$ cat src/rtl/load_store_unit.sv
// RV32I load/store unit: turns byte/half/word requests into aligned word accesses on a
// word-wide data memory, with read-modify-write for sub-word stores and fault detection.
module lsu_lane (
  input  logic       be,
  input  logic [7:0] base,
  input  logic [7:0] wr,
  output logic [7:0] out
);
  assign out = be ? wr : base;
endmodule

module load_store_unit #(
  parameter logic [31:0] BASE_ADDR = 32'h9600_0000,
  parameter int          WIN_BITS  = 10
) (
  input  logic        clk,
  input  logic        reset,
  input  logic        req_valid,
  output logic        req_ready,
  input  logic        req_we,
  input  logic [2:0]  req_funct3,
  input  logic [31:0] req_addr,
  input  logic [31:0] req_wdata,
  output logic        rsp_valid,
  output logic [31:0] rsp_rdata,
  output logic        rsp_fault,
  output logic [31:0] mem_A,
  output logic [31:0] mem_WD,
  output logic        mem_WE,
  input  logic [31:0] mem_RD
);
  localparam int NUM_LANES = 4;

  typedef enum logic [2:0] {IDLE, LOAD, READ, WRITE, RESP} state_t;
  typedef struct packed {
    logic [2:0]  funct3;
    logic [31:0] addr;
    logic [31:0] wdata;
  } lsu_req_t;

  state_t   state;
  lsu_req_t req_q;
  logic     rdy_q, rsp_q, we_q;

  // Handshake outputs are forced low whenever reset is asserted, even mid-cycle.
  assign req_ready = rdy_q & reset;
  assign rsp_valid = rsp_q & reset;
  assign mem_WE    = we_q  & reset;
  assign mem_A     = (state == LOAD || state == READ || state == WRITE) ?
                     {req_q.addr[31:2], 2'b00} : 32'h0;

  logic out_win, bad_f3, misal, fault_in;
  always_comb begin
    out_win  = req_addr[31:WIN_BITS] != BASE_ADDR[31:WIN_BITS];
    bad_f3   = req_we ? (req_funct3 > 3'd2)
                      : (req_funct3 == 3'b011 || req_funct3[2:1] == 2'b11);
    misal    = (req_funct3[1:0] == 2'b01 && req_addr[0]) ||
               (req_funct3[1:0] == 2'b10 && req_addr[1:0] != 2'b00);
    fault_in = out_win | bad_f3 | misal;
  end

  logic [NUM_LANES-1:0][7:0] rd_b, wrep, mrg;
  logic [NUM_LANES-1:0]      be;
  logic [7:0]                ld_b;
  logic [15:0]               ld_h;
  logic [31:0]               ld_data;

  assign rd_b = mem_RD;

  always_comb begin
    ld_b = rd_b[req_q.addr[1:0]];
    ld_h = req_q.addr[1] ? mem_RD[31:16] : mem_RD[15:0];
    case (req_q.funct3)
      3'b000:  ld_data = {{24{ld_b[7]}}, ld_b};
      3'b001:  ld_data = {{16{ld_h[15]}}, ld_h};
      3'b100:  ld_data = {24'h0, ld_b};
      3'b101:  ld_data = {16'h0, ld_h};
      default: ld_data = mem_RD;
    endcase
  end

  // Store data is replicated across lanes so each lane only needs a byte enable.
  always_comb begin
    be   = '1;
    wrep = req_q.wdata;
    case (req_q.funct3[1:0])
      2'b00: begin
        be   = 4'b0001 << req_q.addr[1:0];
        wrep = {4{req_q.wdata[7:0]}};
      end
      2'b01: begin
        be   = req_q.addr[1] ? 4'b1100 : 4'b0011;
        wrep = {2{req_q.wdata[15:0]}};
      end
      default: ;
    endcase
  end

  for (genvar i = 0; i < NUM_LANES; i++) begin : g_lane
    lsu_lane u_lane (.be(be[i]), .base(rd_b[i]), .wr(wrep[i]), .out(mrg[i]));
  end

  always_ff @(posedge clk) begin
    if (!reset) begin
      state     <= IDLE;
      req_q     <= '0;
      rdy_q     <= 1'b1;
      rsp_q     <= 1'b0;
      we_q      <= 1'b0;
      mem_WD    <= 32'h0;
      rsp_rdata <= 32'h0;
      rsp_fault <= 1'b0;
    end else begin
      case (state)
        IDLE: if (req_valid) begin
          req_q <= '{funct3: req_funct3, addr: req_addr, wdata: req_wdata};
          rdy_q <= 1'b0;
          if (fault_in) begin
            state     <= RESP;
            rsp_q     <= 1'b1;
            rsp_fault <= 1'b1;
            rsp_rdata <= 32'h0;
          end else if (!req_we) begin
            state <= LOAD;
          end else if (req_funct3[1:0] == 2'b10) begin
            state  <= WRITE;
            we_q   <= 1'b1;
            mem_WD <= req_wdata;
          end else begin
            state <= READ;
          end
        end
        LOAD: begin
          state     <= RESP;
          rsp_q     <= 1'b1;
          rsp_fault <= 1'b0;
          rsp_rdata <= ld_data;
        end
        READ: begin
          state  <= WRITE;
          we_q   <= 1'b1;
          mem_WD <= mrg;
        end
        WRITE: begin
          state     <= RESP;
          we_q      <= 1'b0;
          mem_WD    <= 32'h0;
          rsp_q     <= 1'b1;
          rsp_fault <= 1'b0;
          rsp_rdata <= 32'h0;
        end
        RESP: begin
          state <= IDLE;
          rsp_q <= 1'b0;
          rdy_q <= 1'b1;
        end
        default: state <= IDLE;
      endcase
    end
  end
endmodule
$ cat config.mk
export PLATFORM = sky130hd
export DESIGN_NAME = load_store_unit
export DESIGN_NICKNAME = d
export VERILOG_FILES = /design/src/rtl/load_store_unit.sv
export SDC_FILE = /design/constraint.sdc
export NUM_CORES = 1
export LEC_CHECK = 0
export CORE_MARGIN = 10
export CORE_UTILIZATION = 50
export DETAILED_ROUTE_END_ITERATION = 7
export PLACE_DENSITY = 0.83
export SETUP_SLACK_MARGIN = 0.05
export SYNTH_ARGS = -nofsm -noshare
export SYNTH_HDL_FRONTEND = slang
export SYNTH_HIERARCHICAL = 1
export SYNTH_SLANG_ARGS = --single-unit
$ cat constraint.sdc
create_clock -name clk -period 4.7 [get_ports clk]
set_clock_uncertainty 0.2 [all_clocks]
set_input_delay 0.94 -clock clk [delete_from_list [all_inputs] [get_ports clk]]
set_output_delay 0.94 -clock clk [all_outputs]
set_load 0.005 [all_outputs]
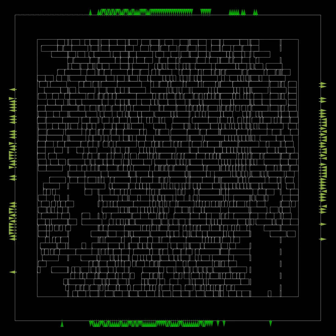
(placed standard cells)
core area: 13900 µm²
sequential cell area share: 28.6%

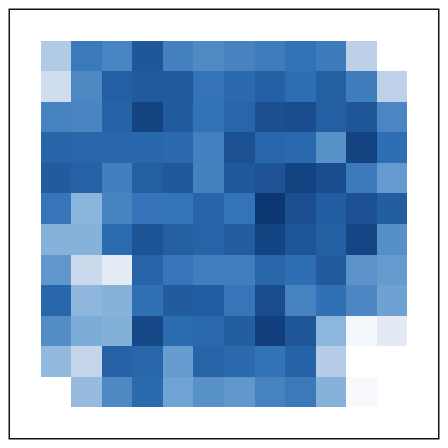
(cell area per tile)
14 x 14 tiles, from white (low) to dark blue (high), 0 to 100% covered.
tiles over 75% full: 35%
fullest tile: 97%
nearly empty tiles: 29%

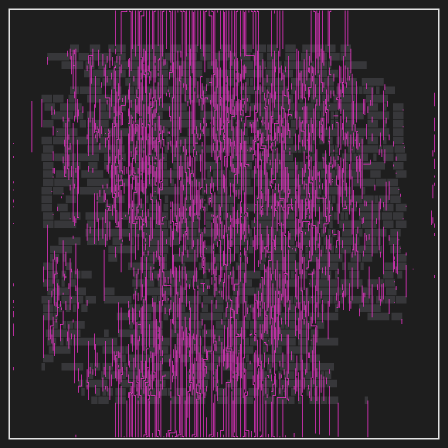
(signal wires on met2)
longest straight run: 58.8 µm
share of all routed wire: 47%
wire length on this layer: 10900 µm

==> Slide: Implementation Results <==
Flow Results at a Glance

STA
  – Max Slew Vio Count: 0
  – Final hold slack: ~240 ps
  – Max_slew headroom: 25.1%
  – Setup_tns: 0 ps

Layout
  – Final instance area: 9670 µm²
  – Commonest Layout Cell: nand2_1
  – Layout buffering overhead excluding clock cells: roughly 22%
  – Top cells excl fill/tap: nand2_1 (276), clkdlybuf4s50_1 (199), dfxtp_1 (138)
  – Share of layout cells above drive strength 1: 9.81%
  – Fraction of area in multi-input gates: 40.9%
  – Comb area: 3950 µm²

Critical path
  – Largest stage delay on the critical path: between 500 and 600 ps
  – Worst EP required: 3560 ps
  – Buf/Inv on CP: 2
  – Cells along the critical path: nor2_4, nor2_1, buf_4, and2_1, clkdlybuf4s50_1
  – Crit path launch type: flip-flop
  – Crit path max-delay family: buffers and inverters
  – Instance count on the critical path: 5

Routing
  – DRC: 0
  – Top layer in use: met4
  – Wirelength per Cell: 18.9 µm

Logic synthesis
  – EDFF count, synth: 0
  – Top FF cell, synth: dfxtp_1
  – Synth Seq Share: between 30% and 40%
  – Ys cells: 879
  – Mean Syn Cell Area: 8.05 µm²
  – #FFs+latches synth: 138
  – Yosys Chip Area: 7070 µm²

Die
  – Die ar.: roughly 19000 µm²

Global routing
  – Met3 GRT Util: 5.79%
  – Vias in the first global route: 6682
  – Initial antenna violation count: 2
  – Largest net degree at the start of global routing: 68

Clocking
  – Setup Buffers After CTS: 0
  – CTS Buf Count: 17
  – Clock sink count: 138
  – Clk root buf: clkbuf_16

Power and ir drop
  – Power Dens Cells: around 310 nW/µm²

Placed design
  – Final HPWL DP: 16.9 mm

Outcome
  – Status: complete, no violations
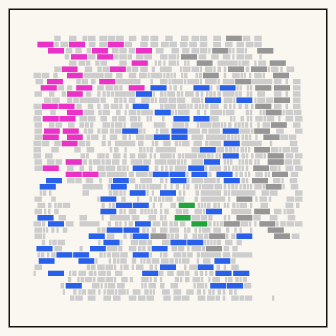
(sequential cells coloured by netlist name)
Other sequential cells in the stronger grey, the rest of the logic in the fainter grey.
| signal | colour | placed flops |
|---|---|---|
| rsp_rdata | magenta | 32 |
| state | green | 3 |
| req_q | blue | 67 |
not coloured: 36

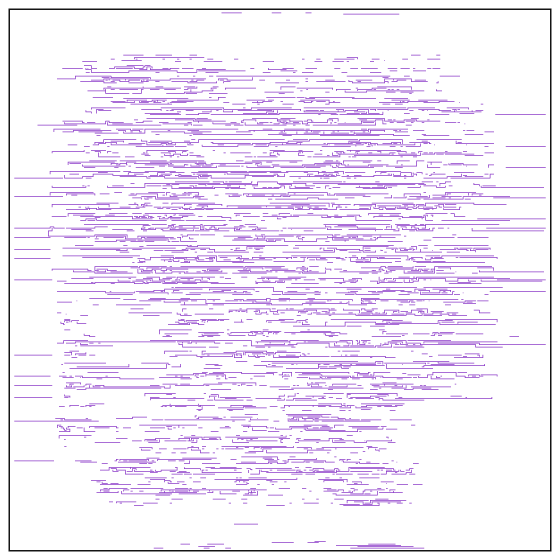
(the metal 1 layer)
wire length on this layer: 10000 µm
share of all routed wire: 43%
nets with wire on the layer: 1050
longest straight run: 33.6 µm
main direction: horizontal

-- cells in the mapped netlist (2+ instances only) --
cell,number,area [µm²]
dfxtp_1,138,2760
a21o_1,9,67.6
nor3_1,7,35.0
and4_1,2,17.5
buf_2,3,15.0
o21ai_0,61,305
a221oi_1,2,17.5
mux2i_1,52,521
nor2_1,9,33.8
buf_4,4,30.0
buf_6,8,90.1
o2bb2ai_1,9,78.8
nand2b_1,21,131
a21oi_1,73,365
and3_1,2,12.5
nand2_1,276,1040
a22o_1,16,140
mux2_2,16,180
inv_1,5,18.8
mux2_4,32,480
and2_1,32,200
clkbuf_1,52,195
nor4bb_1,2,20.0
nor2b_1,2,12.5
buf_1,7,26.3
o22ai_1,10,62.6
a211oi_1,6,45.0
nor4_1,4,25.0
-- state kept, by name (all words and copies together), names as in the netlist --
register	count
req_q	67
we_q	1
state	3
rsp_q	1
mem_WD	32
rsp_rdata	32
rdy_q	1
rsp_fault	1
-- power breakdown --
part	switching (mW)	internal, mW
combinational	0.215	0.209
clock	0.513	0.875
sequential	0.0270	1.21
-- through the flow --
step           setup WS, ps  utilization [%]  cells  power, mW
6_report               1490             69.7   1233       3.05
5_1_grt                1380             69.7   1232       3.14
4_1_cts                1490             69.6   1230       3.05
3_5_place_dp           1160             65.2   1198       1.67
3_3_place_gp           1200             65.2   1198       1.66
2_1_floorplan          2020                -    880       1.50
-- kinds of logic (layout without fill, tap and decap cells) --
kind of cell,after synthesis,count (layout),share of synthesized area [%]
AND-OR/OR-AND,191,191,16.0
flip-flops,138,138,39.1
XOR/XNOR,1,1,0.124
buffers and inverters,80,250,5.36
AND/OR/NAND/NOR,368,368,22.7
other,1,5,0.0530
multiplexers,100,100,16.7
Power is estimated from default activity; no workload was simulated.
